File: src/rtl/elevator_defs.sv
// Shared definitions for the elevator car controller: FSM state encoding,
// travel direction constants and default geometry/timing values.
package elevator_defs;

    typedef enum logic [1:0] {
        IDLE      = 2'd0,
        MOVE_UP   = 2'd1,
        MOVE_DOWN = 2'd2,
        DOOR_OPEN = 2'd3
    } state_t;

    localparam logic UP   = 1'b1;
    localparam logic DOWN = 1'b0;

    localparam int DEF_NUM_FLOORS   = 8;
    localparam int DEF_TRAVEL_TICKS = 8;
    localparam int DEF_DOOR_TICKS   = 12;

endpackage

File: src/rtl/req_scan.sv
// Combinational scan of the latched call vector relative to the car position:
// reports calls strictly above, strictly below and at the current floor.
module req_scan
    import elevator_defs::*;
#(
    parameter int NUM_FLOORS = DEF_NUM_FLOORS,
    parameter int FW         = $clog2(NUM_FLOORS)
) (
    input  logic [NUM_FLOORS-1:0] pending,
    input  logic [FW-1:0]         floor,
    output logic                  any_above,
    output logic                  any_below,
    output logic                  at_floor
);

    // Classify every pending call by its position relative to the car.
    always_comb begin
        any_above = 1'b0;
        any_below = 1'b0;
        at_floor  = 1'b0;
        for (int i = 0; i < NUM_FLOORS; i++) begin
            if (FW'(i) > floor) begin
                any_above = any_above | pending[i];
            end else if (FW'(i) < floor) begin
                any_below = any_below | pending[i];
            end else begin
                at_floor = pending[i];
            end
        end
    end

endmodule

File: src/rtl/elevator_ctrl.sv
// Elevator car-motion controller. Latches call pulses, serves them in SCAN
// order and paces travel and door dwell with an external up-counting timer
// whose count is restarted by a one-cycle tmr_rst pulse on every phase entry.
module elevator_ctrl
    import elevator_defs::*;
#(
    parameter int NUM_FLOORS   = DEF_NUM_FLOORS,
    parameter int FW           = $clog2(NUM_FLOORS),
    parameter int TRAVEL_TICKS = DEF_TRAVEL_TICKS,
    parameter int DOOR_TICKS   = DEF_DOOR_TICKS
) (
    input  logic                  clk,
    input  logic                  rst,
    input  logic [NUM_FLOORS-1:0] req,
    input  logic [3:0]            tmr_period,
    output logic                  tmr_rst,
    output logic                  tmr_dir,
    output logic [FW-1:0]         floor,
    output logic                  moving_up,
    output logic                  moving_down,
    output logic                  door_open,
    output logic [NUM_FLOORS-1:0] pending
);

    // A phase is over on the cycle the timer shows its last count.
    localparam logic [3:0] TRAVEL_LAST = 4'(TRAVEL_TICKS - 1);
    localparam logic [3:0] DOOR_LAST   = 4'(DOOR_TICKS - 1);

    state_t                  state;
    state_t                  state_d;
    logic [FW-1:0]           floor_d;
    logic [FW-1:0]           floor_up;
    logic [FW-1:0]           floor_dn;
    logic [NUM_FLOORS-1:0]   pending_d;
    logic [NUM_FLOORS-1:0]   clr;
    logic                    last_dir;
    logic                    last_dir_d;
    logic                    restart;
    logic                    phase_end;
    logic                    any_above;
    logic                    any_below;
    logic                    at_floor;

    req_scan #(
        .NUM_FLOORS (NUM_FLOORS),
        .FW         (FW)
    ) u_scan (
        .pending    (pending),
        .floor      (floor),
        .any_above  (any_above),
        .any_below  (any_below),
        .at_floor   (at_floor)
    );

    // The timer is only ever used counting up.
    assign tmr_dir  = 1'b1;
    assign floor_up = floor + FW'(1);
    assign floor_dn = floor - FW'(1);

    // Next-state, floor, direction memory and call-latch update.
    always_comb begin
        state_d    = state;
        floor_d    = floor;
        last_dir_d = last_dir;
        restart    = 1'b0;
        clr        = '0;
        // The restart pulse itself masks the stale count of the previous phase.
        phase_end  = !tmr_rst &&
                     (tmr_period == ((state == DOOR_OPEN) ? DOOR_LAST : TRAVEL_LAST));

        case (state)
            IDLE: begin
                if (at_floor) begin
                    state_d      = DOOR_OPEN;
                    clr[floor]   = 1'b1;
                    restart      = 1'b1;
                end else if (any_above) begin
                    state_d    = MOVE_UP;
                    last_dir_d = UP;
                    restart    = 1'b1;
                end else if (any_below) begin
                    state_d    = MOVE_DOWN;
                    last_dir_d = DOWN;
                    restart    = 1'b1;
                end
            end

            MOVE_UP: begin
                if (phase_end) begin
                    floor_d = floor_up;
                    restart = 1'b1;
                    if (pending[floor_up]) begin
                        state_d       = DOOR_OPEN;
                        clr[floor_up] = 1'b1;
                    end
                end
            end

            MOVE_DOWN: begin
                if (phase_end) begin
                    floor_d = floor_dn;
                    restart = 1'b1;
                    if (pending[floor_dn]) begin
                        state_d       = DOOR_OPEN;
                        clr[floor_dn] = 1'b1;
                    end
                end
            end

            DOOR_OPEN: begin
                // A call for this floor while the door is open only extends the dwell.
                clr[floor] = 1'b1;
                if (req[floor]) begin
                    restart = 1'b1;
                end else if (phase_end) begin
                    if (last_dir == UP && any_above) begin
                        state_d = MOVE_UP;
                        restart = 1'b1;
                    end else if (last_dir == DOWN && any_below) begin
                        state_d = MOVE_DOWN;
                        restart = 1'b1;
                    end else if (any_above) begin
                        state_d    = MOVE_UP;
                        last_dir_d = UP;
                        restart    = 1'b1;
                    end else if (any_below) begin
                        state_d    = MOVE_DOWN;
                        last_dir_d = DOWN;
                        restart    = 1'b1;
                    end else begin
                        state_d = IDLE;
                    end
                end
            end
        endcase

        // Clearing the served floor takes precedence over a new call for it.
        pending_d = (pending | req) & ~clr;
    end

    // State, position, call latch and registered status outputs.
    always_ff @(posedge clk) begin
        if (rst) begin
            state       <= IDLE;
            floor       <= '0;
            pending     <= '0;
            last_dir    <= UP;
            moving_up   <= 1'b0;
            moving_down <= 1'b0;
            door_open   <= 1'b0;
            tmr_rst     <= 1'b1;
        end else begin
            state       <= state_d;
            floor       <= floor_d;
            pending     <= pending_d;
            last_dir    <= last_dir_d;
            moving_up   <= (state_d == MOVE_UP);
            moving_down <= (state_d == MOVE_DOWN);
            door_open   <= (state_d == DOOR_OPEN);
            tmr_rst     <= restart;
        end
    end

endmodule

File: config.mk
export PLATFORM = sky130hd
export DESIGN_NAME = elevator_ctrl
export DESIGN_NICKNAME = d
export VERILOG_FILES = /design/src/rtl/elevator_defs.sv /design/src/rtl/req_scan.sv /design/src/rtl/elevator_ctrl.sv
export SDC_FILE = /design/constraint.sdc
export NUM_CORES = 1
export LEC_CHECK = 0
export ABC_AREA = 1
export CORE_ASPECT_RATIO = 0.6
export CORE_UTILIZATION = 49
export DETAILED_ROUTE_END_ITERATION = 16
export PLACE_DENSITY = 0.76
export SYNTH_ARGS = -nofsm -noshare
export SYNTH_HDL_FRONTEND = slang
export SYNTH_SLANG_ARGS = --single-unit
File: constraint.sdc
create_clock -name clk -period 2 [get_ports clk]
set_input_delay 0.5 -clock clk [delete_from_list [all_inputs] [get_ports clk]]
set_output_delay 0.5 -clock clk [all_outputs]
set_load 0.02 [all_outputs]
**Run 1: M1 wires**

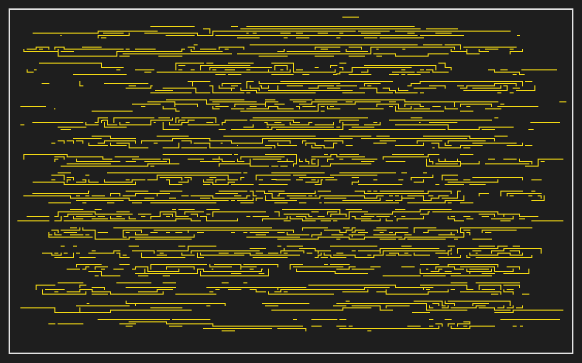
421 nets have wire on it. The layer holds 45% of the routed length. The layer carries 3310 um of wire.

**Run 1: nets reached from selected ports**

Scale bar: 20 um.
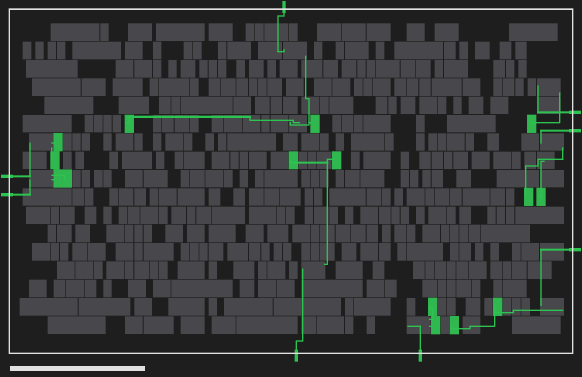
Key: green = `req` [bits 8, direction input, end cells 15, wire 188 um]
Top Ports: 30
IO Port Bufs: 28

==> metrics.cfg, run 1 <==
[outcome]
status = finished, violations left
violations = setup timing

[final_timing]
setup_viol = 6
slew_viol_final = 0
worst_slack_ns = -0.03199
hold_viol_final = 0
fmax_ghz = 0.4921

[placement]
post-dp-hpwl_um = 5337

[layout]
layout.non_clock_inverters = 40
top_regs = pending x8, floor x3, state x2
final-seq-area_um2 = 370.4
n_antenna_cell = 0
syn_to_final_growth_pct = 51.15
mi_logic_area_um2 = 1540
comb_share = 0.5221

[floorplanning]
tapCellCount = 47
design.core.area_um2 = 3744

[detailed_routing]
highest_layer = met4
wl_met3_um = 1022

[synthesis]
yosysSeqAreaShare = 0.1846
ys_sh_adder = 0.07051
ys_sh_simple = 0.5160
floorplan.nets = 377

[power]
p_leak_nw = 1.373
clkPwrFrac = 0.232

[cts]
cts.sinks = 18
insertion_delay_ns = 0.27

[global_routing]
grt_pass1_wl_um = 11120
grt_pass1_vias = 2229

[worst_setup_path]
crit_type = register to register
slowest_stage = dfxtp_4

**Run 1: sequential cells grouped by signal name**

Other sequential cells in the stronger grey, the rest of the logic in the fainter grey.
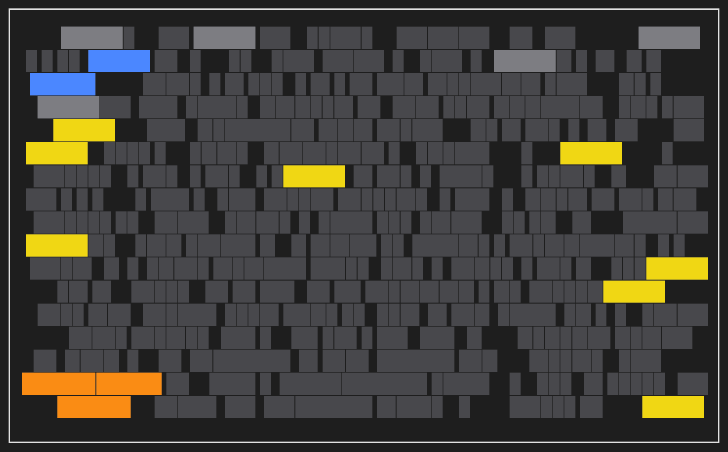
Key: yellow = `pending` [placed flops 8]; orange = `floor` [placed flops 3]; blue = `state` [placed flops 2]

==> run 1: final timing paths <==
| kind | start | slack (ns) | endpoint | cells past startpoint |
|---|---|---|---|---|
| max | floor[1]$_SDFFE_PP0P_ | -0.03 | pending[0]$_SDFF_PP0_ | 13 |
| min | last_dir$_SDFFE_PP1P_ | 0.47 | last_dir$_SDFFE_PP1P_ | 2 |
| max reg2reg | floor[1]$_SDFFE_PP0P_ | -0.03 | pending[0]$_SDFF_PP0_ | 13 |
| min reg2reg | last_dir$_SDFFE_PP1P_ | 0.47 | last_dir$_SDFFE_PP1P_ | 2 |
==> run 1: power by group through the flow <==
stage | Sequential (mW) | Combinational [mW] | Clock (mW)
floorplan | 0.456 | 0.244 | 0
global placement | 0.430 | 0.484 | 0
detailed placement | 0.430 | 0.482 | 0
CTS | 0.422 | 0.491 | 0.295
global route | 0.428 | 0.586 | 0.306
finish | 0.425 | 0.545 | 0.293
==> run 1: cells in the mapped netlist <==
cell      number
inv_1         33
nand3b_1       1
a21oi_1        7
o21a_1         1
o22ai_1        3
o21bai_1       1
nand3_2        2
nor2_2         2
buf_1          1
ha_1          11
a31oi_1        2
buf_6          1
clkbuf_1       7
nor2_1        66
o21ai_1        5
nor2_4         2
a211oi_1       3
o211ai_1       1
nand3_1       27
o21ai_0       10
nand2_2        2
a21boi_2       1
buf_2          3
o31ai_1        1
nand4_1       24
conb_1         1
nor3_1         4
nand2_1      101
inv_2          6
xor2_1         1
dfxtp_1       18
clkinv_1       1
buf_4          3
==> run 1: worst max-delay path: cells and delay by family, from the launching register on <==
| kind | cells | cell delay, ns |
|---|---|---|
| XOR/XNOR | 1 | 0.16 |
| buffers and inverters | 2 | 0.33 |
| flip-flops | 1 | 0.39 |
| AND/OR/NAND/NOR | 9 | 0.83 |
| adder cells (fa/ha/maj) | 1 | 0.23 |
**Run 1: routing congestion map**

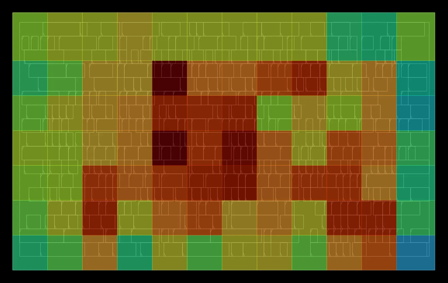

==> run 2: changes to the inputs <==
==> constraint.sdc (replaced) <==
create_clock -name clk -period 1.6 [get_ports clk]
set_input_delay 0.4 -clock clk [delete_from_list [all_inputs] [get_ports clk]]
set_output_delay 0.4 -clock clk [all_outputs]
set_load 0.02 [all_outputs]
**Run 2: routing congestion map**

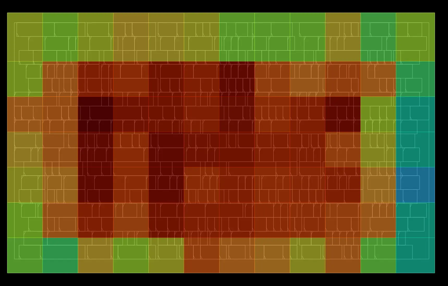
detailed-route wire length per cell: 19.64 um
gr usage total: 0.3982
busiest grt layer: met2
routing usage on met2: 0.6175
post-route core utilization: 0.8880

==> run 2 against run 1 <==
Against the previous run:
- the run still ends with setup timing left
- count of clock-buffer cells in the layout increased by 1
- setup slack got worse by 0.50 ns
- sequential share of layout area fell by 1.3 points
- core utilization grew 10 points
- combinational power grew 61%
- highest routed layer is now met5
- critical endpoint is now pending[1]$_SDFF_PP0_
- wire length rose by 35%
- largest cell class unchanged
==> metrics.cfg, run 2 <==
[outcome]
status = finished, violations left  ; unchanged
violations = setup timing  ; unchanged

[synthesis]
yosys_most_used_dff = dfxtp_1  ; unchanged
synthCells = 352  ; unchanged
common_cells = nand2_1, nor2_1, inv_1  ; unchanged
ys_sh_adder = 0.07051  ; unchanged
floorplan.nets = 377  ; unchanged
mux_share = 0  ; unchanged
aoi_share = 0.1051  ; unchanged
synthArstFlopShare = 0  ; unchanged
synth_top_cell_by_count = nand2_1  ; unchanged
ys_sh_simple = 0.5160  ; unchanged
area_leaders = nand2_1, dfxtp_1, nor2_1, nand4_1, ha_1  ; unchanged
yosysSeqAreaShare = 0.1846  ; unchanged
edf_count = 0  ; unchanged

[floorplanning]
rows = 17  ; unchanged
boundaryPins = 30  ; unchanged
design.core.area_um2 = 3744  ; unchanged
fp_util = 0.5214  ; unchanged
die-width_um = 83.48  ; unchanged

[worst_setup_path]
start_kind = register  ; unchanged
crit_type = register to register  ; unchanged
crit_path_end_kind = register  ; unchanged
r2r_cells = 13  ; unchanged
required_ns = 1.75  ; was 2.18 ns

[final_timing]
slew_viol_final = 0  ; unchanged
tns_ns = -6.926  ; was -0.07343 ns
hold_viol_final = 0  ; unchanged
clock_skew_ns = 0.01110  ; was 0.01420 ns
fmax_ghz = 0.4685  ; was 0.4921 GHz
worst_slack_ns = -0.5344  ; was -0.03199 ns
setup_viol = 18  ; was 6

[global_routing]
grt_pass1_wl_um = 12990  ; was 11120 um
grt_pass1_vias = 2610  ; was 2229

[layout]
syn_to_final_growth_pct = 70.32  ; was 51.15%
n_antenna_cell = 0  ; unchanged
mi_logic_area_um2 = 1649  ; was 1540 um2
top_regs = pending x8, floor x3, state x2  ; unchanged
fill_cells = 193  ; was 287

[cts]
cts_buffers = 3  ; unchanged
cts.sinks = 18  ; unchanged
insertion_delay_ns = 0.27  ; about the same

[detailed_routing]
via_per_inst = 6.340  ; was 5.637
postRouteAntennaNets = 0  ; unchanged
drt_iter0_markers = 652  ; was 314

[placement]
post-dp-hpwl_um = 5766  ; was 5337 um
port-buffer-count = 28  ; unchanged

[worst_hold_path]
whs_path_depth = 2  ; unchanged

[power]
p_leak_nw = 1.606  ; was 1.373 nW
power.density_nw_per_um2 = 541.6  ; was 428.2 nW/um2

**Run 2: sequential cells grouped by signal name**

Other sequential cells in the stronger grey, the rest of the logic in the fainter grey.
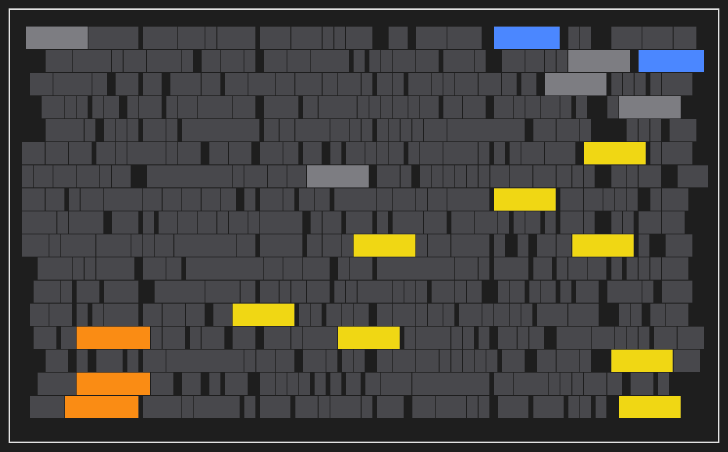
Key: yellow = `pending` [placed flops 8]; blue = `state` [placed flops 2]; orange = `floor` [placed flops 3]
Another 5 sequential cells are not coloured.
Seq group: 0.530 mW
Seq/total area: 0.1125
sequential cell area: 374.1 um2

-- run 2: cell counts after synthesis --
Identical to the previous run, type by type.
-- run 2: repair_timing --
action	in CTS	in global routing
setup endpoints to repair	30	19
setup buffers	8	5
gates resized	58	46
hold buffers	0	0
pin swaps	22	29
-- run 2: final cells by class --
class | instances | area share
clock buffers | 4 | 0.01656
well taps | 47 | 0.01769
repair buffers | 118 | 0.3049
flip-flops and latches | 18 | 0.1125
inverters | 40 | 0.05231
multi-input cells | 279 | 0.4960
-- run 2: final timing paths --
kind | start | to | slack [ns]
min reg2reg | last_dir$_SDFFE_PP1P_ | last_dir$_SDFFE_PP1P_ | 0.54
max | floor[1]$_SDFFE_PP0P_ | pending[1]$_SDFF_PP0_ | -0.53
min | last_dir$_SDFFE_PP1P_ | last_dir$_SDFFE_PP1P_ | 0.54
max reg2reg | floor[1]$_SDFFE_PP0P_ | pending[1]$_SDFF_PP0_ | -0.53
-- run 2: where the power goes --
part           switching (mW)  internal, mW
Combinational           0.515         0.360
Sequential             0.0401         0.489
Clock                   0.177         0.219
Total                   0.732          1.07
-- run 2: per-layer routing --
metal	wire length (um)	up-vias	track usage	part of all wire
met5	42	-	0	0.0042
met3	1484	115	0.1260	0.15
met1	3654	1402	0.5350	0.37
li1	-	1352	-	-
met4	797	2	0.1158	0.080
met2	3958	337	0.6175	0.40
-- run 2: critical path: stages (launching register included) --
cell and delay (ns):
dfxtp_4 0.39, clkinvlp_4 0.18, ha_4 0.33, inv_6 0.09, nor2_2 0.04, nand2_1 0.08
o21ai_2 0.08, nor2_4 0.20, buf_6 0.14, nand4_1 0.14, nand3_1 0.14, nand2_1 0.08
nand2_1 0.06, nor2_1 0.05
Power figures rest on the tool's default switching activity, not on a simulated workload.
